<file path="config.mk">
export PLATFORM = sky130hd
export DESIGN_NAME = gol_sequencer_7x7
export DESIGN_NICKNAME = d
export VERILOG_FILES = /design/src/rtl/gol_sequencer_7x7.sv
export SDC_FILE = /design/constraint.sdc
export NUM_CORES = 1
export LEC_CHECK = 0
export CORE_AREA = 2 2 116 84
export CTS_CLUSTER_DIAMETER = 200
export CTS_CLUSTER_SIZE = 40
export DETAILED_ROUTE_END_ITERATION = 16
export DIE_AREA = 0 0 118 86
export PLACE_DENSITY = 0.79
export SLEW_MARGIN = 15
export SYNTH_ARGS = -nofsm -noshare
export SYNTH_HDL_FRONTEND = slang
export SYNTH_SLANG_ARGS = --single-unit
</file>
<file path="constraint.sdc">
create_clock -name clka -period 2.7 [get_ports clka]
set_input_delay 0.27 -clock clka [delete_from_list [all_inputs] [get_ports clka]]
set_output_delay 0.27 -clock clka [all_outputs]
set_load 0.005 [all_outputs]
</file>
<file path="src/rtl/gol_sequencer_7x7.sv">
// Controller for the 7x7 Game of Life datapath: edge-detected buttons to state code/strobes, RUN pacing, end-of-life detection.
// Latency: an input rise registers at edge 1 and drives the registered outputs from edge 2; all outputs are Moore registers.
// Backpressure: none; presses at cell_idx==49, in CLEAR or in states that do not handle them are dropped.
module gol_sequencer_7x7 #(
  parameter int GEN_PERIOD  = 4,
  parameter int MAX_GEN     = 1000,
  parameter int STOP_CYCLES = 2,
  parameter int GEN_W       = 16
) (
  input  logic             clka,
  input  logic             rst,
  input  logic             btn0_in,
  input  logic             btn1_in,
  input  logic             run_req,
  input  logic             stop_req,
  input  logic [48:0]      grid,
  output logic [1:0]       state,
  output logic             btn0,
  output logic             btn1,
  output logic             stop,
  output logic [5:0]       cell_idx,
  output logic [GEN_W-1:0] gen_count,
  output logic             done,
  output logic [1:0]       halt_cause
);

  // HOLD lasts GEN_PERIOD-1 cycles (count 0..GEN_PERIOD-2); CLEAR lasts STOP_CYCLES cycles.
  localparam int HOLD_W = (GEN_PERIOD > 2) ? $clog2(GEN_PERIOD) : 1;
  localparam int CLR_W  = (STOP_CYCLES > 1) ? $clog2(STOP_CYCLES) : 1;
  localparam logic [HOLD_W-1:0] HOLD_LAST = HOLD_W'(GEN_PERIOD - 2);
  localparam logic [CLR_W-1:0]  CLR_LAST  = CLR_W'(STOP_CYCLES - 1);
  localparam logic [GEN_W-1:0]  GEN_LIMIT = GEN_W'(MAX_GEN);
  localparam logic [5:0]        CELLS     = 6'd49;

  typedef enum logic [2:0] {S_IDLE, S_PROG, S_STEP, S_HOLD, S_DONE, S_CLEAR} fsm_t;

  fsm_t              fsm, fsm_nxt;
  logic [3:0]        in_cur, in_prv, rise;
  logic              rise_b0, rise_b1, rise_run, rise_stop;
  logic [HOLD_W-1:0] hold_cnt, hold_nxt;
  logic [CLR_W-1:0]  clr_cnt, clr_nxt;
  logic [48:0]       prev_grid, prev_grid_nxt;
  logic [5:0]        cell_nxt;
  logic [GEN_W-1:0]  gen_nxt;
  logic              done_nxt, btn0_nxt, btn1_nxt;
  logic [1:0]        cause_nxt, hit_cause, state_nxt;
  logic              go_clear, go_run;

  assign rise = in_cur & ~in_prv;
  assign {rise_stop, rise_run, rise_b1, rise_b0} = rise;

  // Register each raw input once and keep one cycle of history for rise detection.
  always_ff @(posedge clka) begin
    if (rst) begin
      in_cur <= '0;
      in_prv <= '0;
    end else begin
      in_cur <= {stop_req, run_req, btn1_in, btn0_in};
      in_prv <= in_cur;
    end
  end

  // FSM state register.
  always_ff @(posedge clka) begin
    if (rst) fsm <= S_IDLE;
    else     fsm <= fsm_nxt;
  end

  // End-of-life classification of the freshly stepped grid, in priority order.
  always_comb begin
    hit_cause = 2'b00;
    if (grid == '0)                                  hit_cause = 2'b01;
    else if (grid == prev_grid)                      hit_cause = 2'b10;
    else if ((MAX_GEN != 0) && (gen_count == GEN_LIMIT)) hit_cause = 2'b11;
  end

  // Next state and next values of every registered output; stop/run overrides applied last.
  always_comb begin
    fsm_nxt       = fsm;
    hold_nxt      = hold_cnt;
    clr_nxt       = clr_cnt;
    prev_grid_nxt = prev_grid;
    cell_nxt      = cell_idx;
    gen_nxt       = gen_count;
    done_nxt      = done;
    cause_nxt     = halt_cause;
    btn0_nxt      = 1'b0;
    btn1_nxt      = 1'b0;
    go_clear      = 1'b0;
    go_run        = 1'b0;
    state_nxt     = 2'b00;
    case (fsm)
      S_IDLE: begin
        // The press that wakes the block is consumed without a strobe.
        if (rise_b0 || rise_b1) begin
          fsm_nxt  = S_PROG;
          cell_nxt = '0;
        end
      end
      S_PROG: begin
        if (rise_stop)     go_clear = 1'b1;
        else if (rise_run) go_run   = 1'b1;
        else if (cell_idx < CELLS) begin
          if (rise_b1) begin
            btn1_nxt = 1'b1;
            cell_nxt = cell_idx + 6'd1;
          end else if (rise_b0) begin
            btn0_nxt = 1'b1;
            cell_nxt = cell_idx + 6'd1;
          end
        end
      end
      S_STEP: begin
        if (gen_count != '1) gen_nxt = gen_count + GEN_W'(1);
        if (rise_stop) go_clear = 1'b1;
        else begin
          fsm_nxt  = S_HOLD;
          hold_nxt = '0;
        end
      end
      S_HOLD: begin
        if (rise_stop) go_clear = 1'b1;
        else if ((hold_cnt == '0) && (hit_cause != 2'b00)) begin
          fsm_nxt   = S_DONE;
          done_nxt  = 1'b1;
          cause_nxt = hit_cause;
        end else begin
          if (hold_cnt == '0) prev_grid_nxt = grid;
          if (hold_cnt == HOLD_LAST) fsm_nxt = S_STEP;
          else                       hold_nxt = hold_cnt + HOLD_W'(1);
        end
      end
      S_DONE: begin
        if (rise_stop)     go_clear = 1'b1;
        else if (rise_run) go_run   = 1'b1;
      end
      S_CLEAR: begin
        if (clr_cnt == CLR_LAST) fsm_nxt = S_IDLE;
        else                     clr_nxt = clr_cnt + CLR_W'(1);
      end
      default: fsm_nxt = S_IDLE;
    endcase
    if (go_run) begin
      fsm_nxt       = S_STEP;
      gen_nxt       = '0;
      prev_grid_nxt = grid;
      done_nxt      = 1'b0;
      cause_nxt     = 2'b00;
    end
    if (go_clear) begin
      fsm_nxt   = S_CLEAR;
      clr_nxt   = '0;
      cell_nxt  = '0;
      gen_nxt   = '0;
      done_nxt  = 1'b0;
      cause_nxt = 2'b00;
    end
    case (fsm_nxt)
      S_PROG:  state_nxt = 2'b01;
      S_STEP:  state_nxt = 2'b10;
      S_HOLD:  state_nxt = 2'b11;
      S_DONE:  state_nxt = 2'b11;
      default: state_nxt = 2'b00;
    endcase
  end

  // Output and datapath-tracking registers, all loaded from the next-state decode.
  always_ff @(posedge clka) begin
    if (rst) begin
      state      <= 2'b00;
      btn0       <= 1'b0;
      btn1       <= 1'b0;
      stop       <= 1'b0;
      cell_idx   <= '0;
      gen_count  <= '0;
      done       <= 1'b0;
      halt_cause <= 2'b00;
      prev_grid  <= '0;
      hold_cnt   <= '0;
      clr_cnt    <= '0;
    end else begin
      state      <= state_nxt;
      btn0       <= btn0_nxt;
      btn1       <= btn1_nxt;
      stop       <= (fsm_nxt == S_CLEAR);
      cell_idx   <= cell_nxt;
      gen_count  <= gen_nxt;
      done       <= done_nxt;
      halt_cause <= cause_nxt;
      prev_grid  <= prev_grid_nxt;
      hold_cnt   <= hold_nxt;
      clr_cnt    <= clr_nxt;
    end
  end

endmodule

</file>
==> changes_impl.md, run 1 <==
## Implementation

- Status: finished, final reports clean
- Min-Delay Path Class: in -> reg
- Router iterations before antenna repair: 5
- WHS: 0.333 ns
- Slowest stage delay, CP: 0.43 ns
- Comb area leader: simple AND/OR/NAND/NOR gates
- Met2 WL: 4900 um
- Sw power: 0.00112 W
- Reg area: 0.00186 mm2
- Area of the multi-input gates: 0.00243 mm2
- Crit-path cells: clkdlybuf4s50_1 > nor4_1 > buf_4 > nand4_1 > nor4_2 > buf_4 > a31oi_2 > a31oi_4 > buf_12 > mux2i_1 > nor2_1
- Worst-margin pin slew: 0.648 ns
- Clock buf/inv share: 5.94%
- Tap Count: 124
- Worst-path clk slew: 0.06 ns
- Reg-to-reg setup timing slack: 0.34 ns
- DR vias/cell: 5.30
- Syn. warnings: 0
- Delay-heaviest family, CP: buffers and inverters
- Final hold violation count: 0
- Seq area share: 31.7%
- Max FO, Critical Path: 23
- Crit path from: grid[36]
- First-pass GRT wire length: 18000 um
- CP Capture Point: prev_grid[18]
- Fin area: 0.00587 mm2
- First DRT Iteration DRCs: 269
- Post-CTS Resized: 0
- Pre-placement core utilization: 49.4%
- Reg2reg end: prev_grid[18]
- Syn_nets: 539
- DP Area: 0.00553 mm2
- Gate power share: 24.7%
- Bufs w/o clock: 109
- Max-cap violations: 0
- Layout clock buffer count: 10
- Signal inverters: 8
- Logic share of the area: 41.4%
- # Post-CTS Setup Buffers: 0
- Final period util: 94.4%
- TritonCTS clock tree: done
- Worst path depth: 11
- Synth flops: 93
- CTS Hold Buffers Added: 0
- Synth Flop Type: dfxtp_1
- Residual DRC: 0
- CTS root buf: clkbuf_16
- Synth top cells by count: dfxtp_1 (93), nor2_1 (89), xnor2_1 (50)
- Met3 routed wirelength: 566 um
- Cell taking the most area after synthesis: dfxtp_1
- RD Place Congestion: 0.827
- Number of distinct library cells after synthesis: 45
- Most Frequent Cell on Critical Path: buf_4
- Final worst setup slack: 0.151 ns
- Data buffer area share: 17.8%
- Tool warning count: 29
- Layout cells sized above 1: 8.06%
- Area leader share: 42.1%
- Total power: 0.00406 W
- # placed instances: 691
- P_comb: 0.00100 W
- Complex Gates by Area: 5.77%
- GR Util met1: 28.7%
- Syn-to-layout area delta: 32.7%
- Slew headroom: 56.6%
- Antenna viol nets, final: 0
- Post-synth seq share: 42.1%
- Fillers: 763
- Max reg flops: 49
- Internal power: 0.00294 W
- Die Area: 0.0101 mm2
- Element type at the critical path end: flip-flop
- Gr busiest metal: met2
- Mux share of post-synthesis cell area: 11.1%
- CP Class: in -> reg
- Via Count: 3748
- Total GRT Usage: 22.1%
- Post-synthesis area per instance: 9.26 um2
- Clock net sink count: 93
Fig. 1: run 1, ports around the boundary
(3 px per um) Pins as bars across the die edge, other pins in gray.
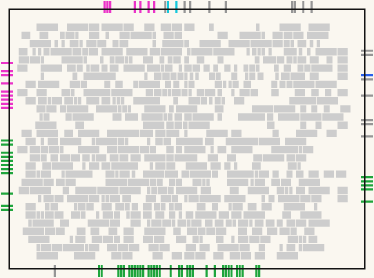
Key: green = grid [pins 49, direction input, edge 33 bottom, 11 left, 5 right]; magenta = gen_count [pins 16, direction output, edge 9 left, 7 top]; blue = btn1 [pins 1, direction output, edge right]; cyan = halt_cause [pins 2, direction output, edge top]
number of port buffers: 84
Die H: 86 um
Die X-Extent: 118 um

Fig. 2: run 1, M3 wires
(4 px per um) Cells faint in the background.
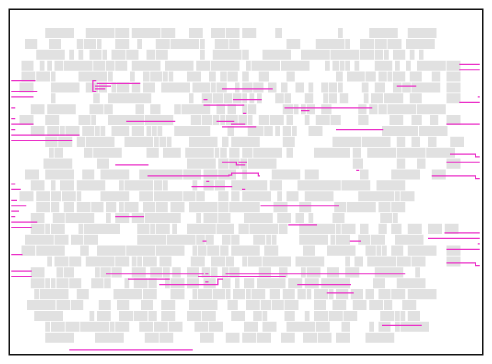
60 nets have wire on it. The longest straight run is 44.6 um.

Fig. 3: run 1, met4 routing
(3 px per um) Supply wires on this layer in gray. Cells faint in the background.
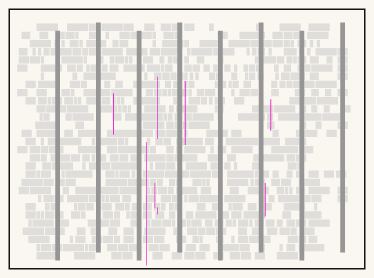
The layer carries 127 um of wire. 7 nets have wire on it. The longest straight run is 40.8 um. The wires run mostly vertical.

## Run 2: what changed since run 1
- CORE_AREA: 2 2 116 84 -> 3 3 117 85
- DIE_AREA: 0 0 118 86 -> 0 0 120 88
==> changes_impl.md, run 2 <==
## Implementation

- Crit-path cells: clkdlybuf4s50_1 > nor4_1 > buf_4 > nand4_1 > nor4_2 > a31oi_2 > a31oi_4 > buf_12 > mux2i_1 > nor2_1
- Signal inverters: 8
- WHS: 0.294 ns
- CTS root buf: clkbuf_16
- Slowest stage delay, CP: 0.45 ns
- # placed instances: 683
- Top pwr grp: sequential cells
- Gate power share: 25.8%
- RSZ-0062 raised after global routing: false
- Final worst setup slack: 0.200 ns
- DP Area: 0.00547 mm2
- Async SR Flop Fraction: 0%
- Gr busiest metal: met2
- Met3 routed wirelength: 579 um
- Layout clock buffer count: 11
- Max reg flops: 49
- CTS Hold Buffers Added: 0
- First-pass GRT wire length: 17000 um
- Antenna cells: 0
- Total GRT Usage: 20.1%
- Die Area: 0.0106 mm2
- TritonCTS clock tree: done
- Number of port buffers: 84
- Die X-Extent: 120 um
- Data buffer area share: 17.2%
- Post-synthesis area per instance: 9.26 um2
- Reg2reg end: prev_grid[11]
- Die H: 88 um
- DR vias/cell: 5.34
- Clock buf/inv share: 5.00%
- Number of enable flip-flop cells: 0
- GR Util met1: 27.9%
- Internal power: 0.00276 W
- # Post-CTS Setup Buffers: 0
- Number of distinct library cells after synthesis: 45
- Post-synth seq share: 42.1%
- CP Class: in -> reg
- Reg area: 0.00186 mm2
- Fillers: 788
- First DRT Iteration DRCs: 222
- Residual DRC: 0
- Synth top cells by count: dfxtp_1 (93), nor2_1 (89), xnor2_1 (50)
- Comb area leader: simple AND/OR/NAND/NOR gates
- Nets: 631
- Total power: 0.00384 W
- Mux share of post-synthesis cell area: 11.1%
- Slew headroom: 53.9%
- Final hold violation count: 0
- Arrival time worst endpoint: 2.69 ns
- Layout cells sized above 1: 6.29%
- Syn_nets: 539
- Crit path from: grid[35]
- Synth flops: 93
- Area leader share: 42.1%
- Fin area: 0.00575 mm2
- Clock share of power: 32.3%
- RD Place Congestion: 0.836
- Max-cap violations: 0
- Tool warning count: 29
- Cell taking the most area after synthesis: dfxtp_1
- Element type at the critical path end: flip-flop
- CP Capture Point: prev_grid[11]
- Status: finished, final reports clean
- Reg-to-reg setup timing slack: 0.35 ns
- Area of the multi-input gates: 0.00243 mm2
- Worst path depth: 10
- Cells after synthesis: 478
- Final period util: 92.6%
- Synth Flop Type: dfxtp_1
- Syn-to-layout area delta: 30.0%
- Worst-margin pin slew: 0.691 ns
- Clock net sink count: 93
- Router iterations before antenna repair: 5
- Sw power: 0.00108 W
- Worst-path clk slew: 0.06 ns
- Max FO, Critical Path: 22
- Tap Count: 124
- P_comb: 0.000990 W
- Min-Delay Path Class: in -> reg
- Post-CTS Resized: 0
- Met2 WL: 4880 um
- Bufs w/o clock: 101
- Seq area share: 32.4%
- Complex Gates by Area: 5.77%
Fig. 4: run 2, M3 wires
(4 px per um) Cells faint in the background.
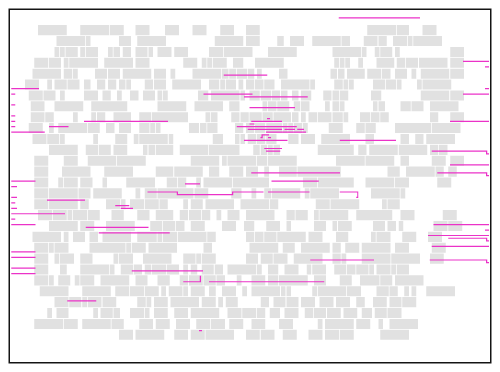
The layer carries 580 um of wire. The layer holds 5.4% of the routed length.
Via Count: 3715
final WL: 10700 um

Fig. 5: run 2, zoomed window
Window x 65 to 115, y 38 to 88 um. Cells in gray, sequential cells in the stronger gray; small squares are vias.
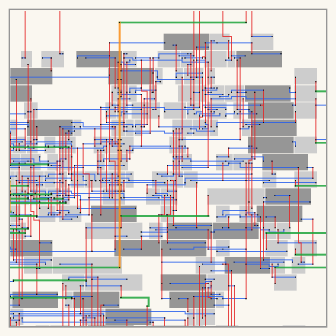
Key: blue = metal 1; green = metal 3; red = metal 2; orange = metal 4
135 logic cells have their middle in the window. Netlist names of flops here include cell_idx (6), in_cur (4), in_prv (4). Sequential cells in the window: 25. Most frequent: dfxtp_1 (25), nor2_1 (18), clkdlybuf4s50_1 (13).

Fig. 6: run 2, clock wiring as the flow saved it
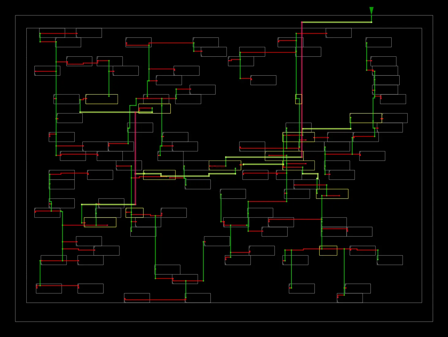

## Run 3: what changed since run 2
- CORE_AREA: 3 3 117 85 -> 3 3 99 101
- DIE_AREA: 0 0 120 88 -> 0 0 102 104
- PLACE_DENSITY: 0.79 -> 0.78
Fig. 7: run 3, clock wiring as the flow saved it
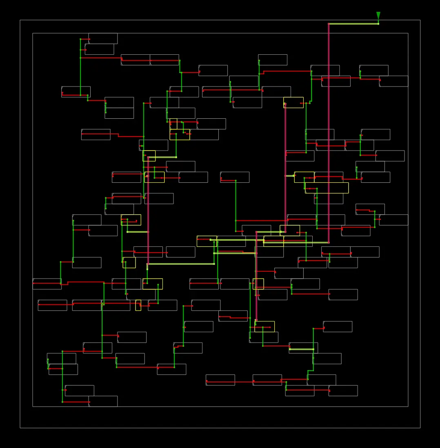
clock net sink count: 93
Flop Count: 93

Fig. 8: run 3, met4 routing
(4 px per um) Supply wires on this layer in gray. Cells faint in the background.
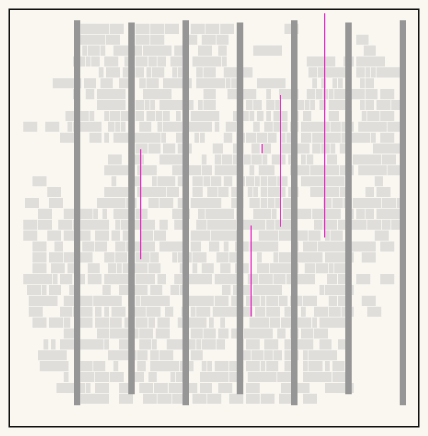
The wires run mostly vertical. The longest straight run is 55.8 um. The layer holds 1.3% of the routed length.

==> changes_impl.md, run 3 <==
## Implementation

- Max reg flops: 49
- Arrival time worst endpoint: 2.60 ns
- Internal power: 0.00247 W
- GR Util met1: 27.1%
- Gate power share: 28.2%
- Syn-to-layout area delta: 30.5%
- Layout cells sized above 1: 9.29%
- Met2 WL: 4920 um
- Slowest stage delay, CP: 0.43 ns
- Status: finished, final reports clean
- Reg area: 0.00186 mm2
- DR vias/cell: 5.34
- Tool warning count: 29
- CP Class: in -> reg
- Seq area share: 32.2%
- Die H: 104 um
- Layout clock buffer count: 11
- Via Count: 3755
- Met3 routed wirelength: 367 um
- Reg2reg end: state[0]
- Max FO, Critical Path: 26
- Total GRT Usage: 19.8%
- Final period util: 88.0%
- Sw power: 0.00108 W
- Most Frequent Cell on Critical Path: nand4_1
- First DRT Iteration DRCs: 163
- Tap Count: 111
- Synth Flop Type: dfxtp_1
- First-pass GRT wire length: 17000 um
- Top pwr grp: sequential cells
- Final WL: 10400 um
- DP Area: 0.00558 mm2
- Number of port buffers: 84
- Signal inverters: 8
- Synth flops: 93
- Element type at the critical path end: flip-flop
- Die Area: 0.0106 mm2
- Area leader share: 42.1%
- Delay-heaviest family, CP: buffers and inverters
- Syn_nets: 539
- Die X-Extent: 102 um
- Area of the multi-input gates: 0.00243 mm2
- Cells after synthesis: 478
- Number of enable flip-flop cells: 0
- Reg-to-reg setup timing slack: 0.43 ns
- Residual DRC: 0
- # placed instances: 687
- Antenna cells: 0
- Pre-placement core utilization: 48.6%
- Antenna viol nets, final: 0
- CP Capture Point: prev_grid[3]
- P_comb: 0.00100 W
- Worst path depth: 10
- Synth top cells by count: dfxtp_1 (93), nor2_1 (89), xnor2_1 (50)
- Number of distinct library cells after synthesis: 45
- Worst-margin pin slew: 0.654 ns
- Clock buf/inv share: 3.49%
- WHS: 0.248 ns
- Cell taking the most area after synthesis: dfxtp_1
- Min-Delay Path Class: in -> reg
- Logic share of the area: 42.1%
- RD Place Congestion: 0.873
- Comb area leader: simple AND/OR/NAND/NOR gates
- Complex Gates by Area: 5.77%
- Router iterations before antenna repair: 6
- Nets: 648
- Worst-path clk slew: 0.09 ns
- Syn. warnings: 0
- Gr busiest metal: met2
- Crit-path cells: clkdlybuf4s50_1 > buf_4 > xnor2_1 > nand4_1 > nor4_1 > nand4_1 > a31oi_4 > buf_12 > mux2i_1 > nor2_1
- RSZ-0062 raised after global routing: false
- Final hold violation count: 0
Power is estimated from default activity; no workload was simulated.
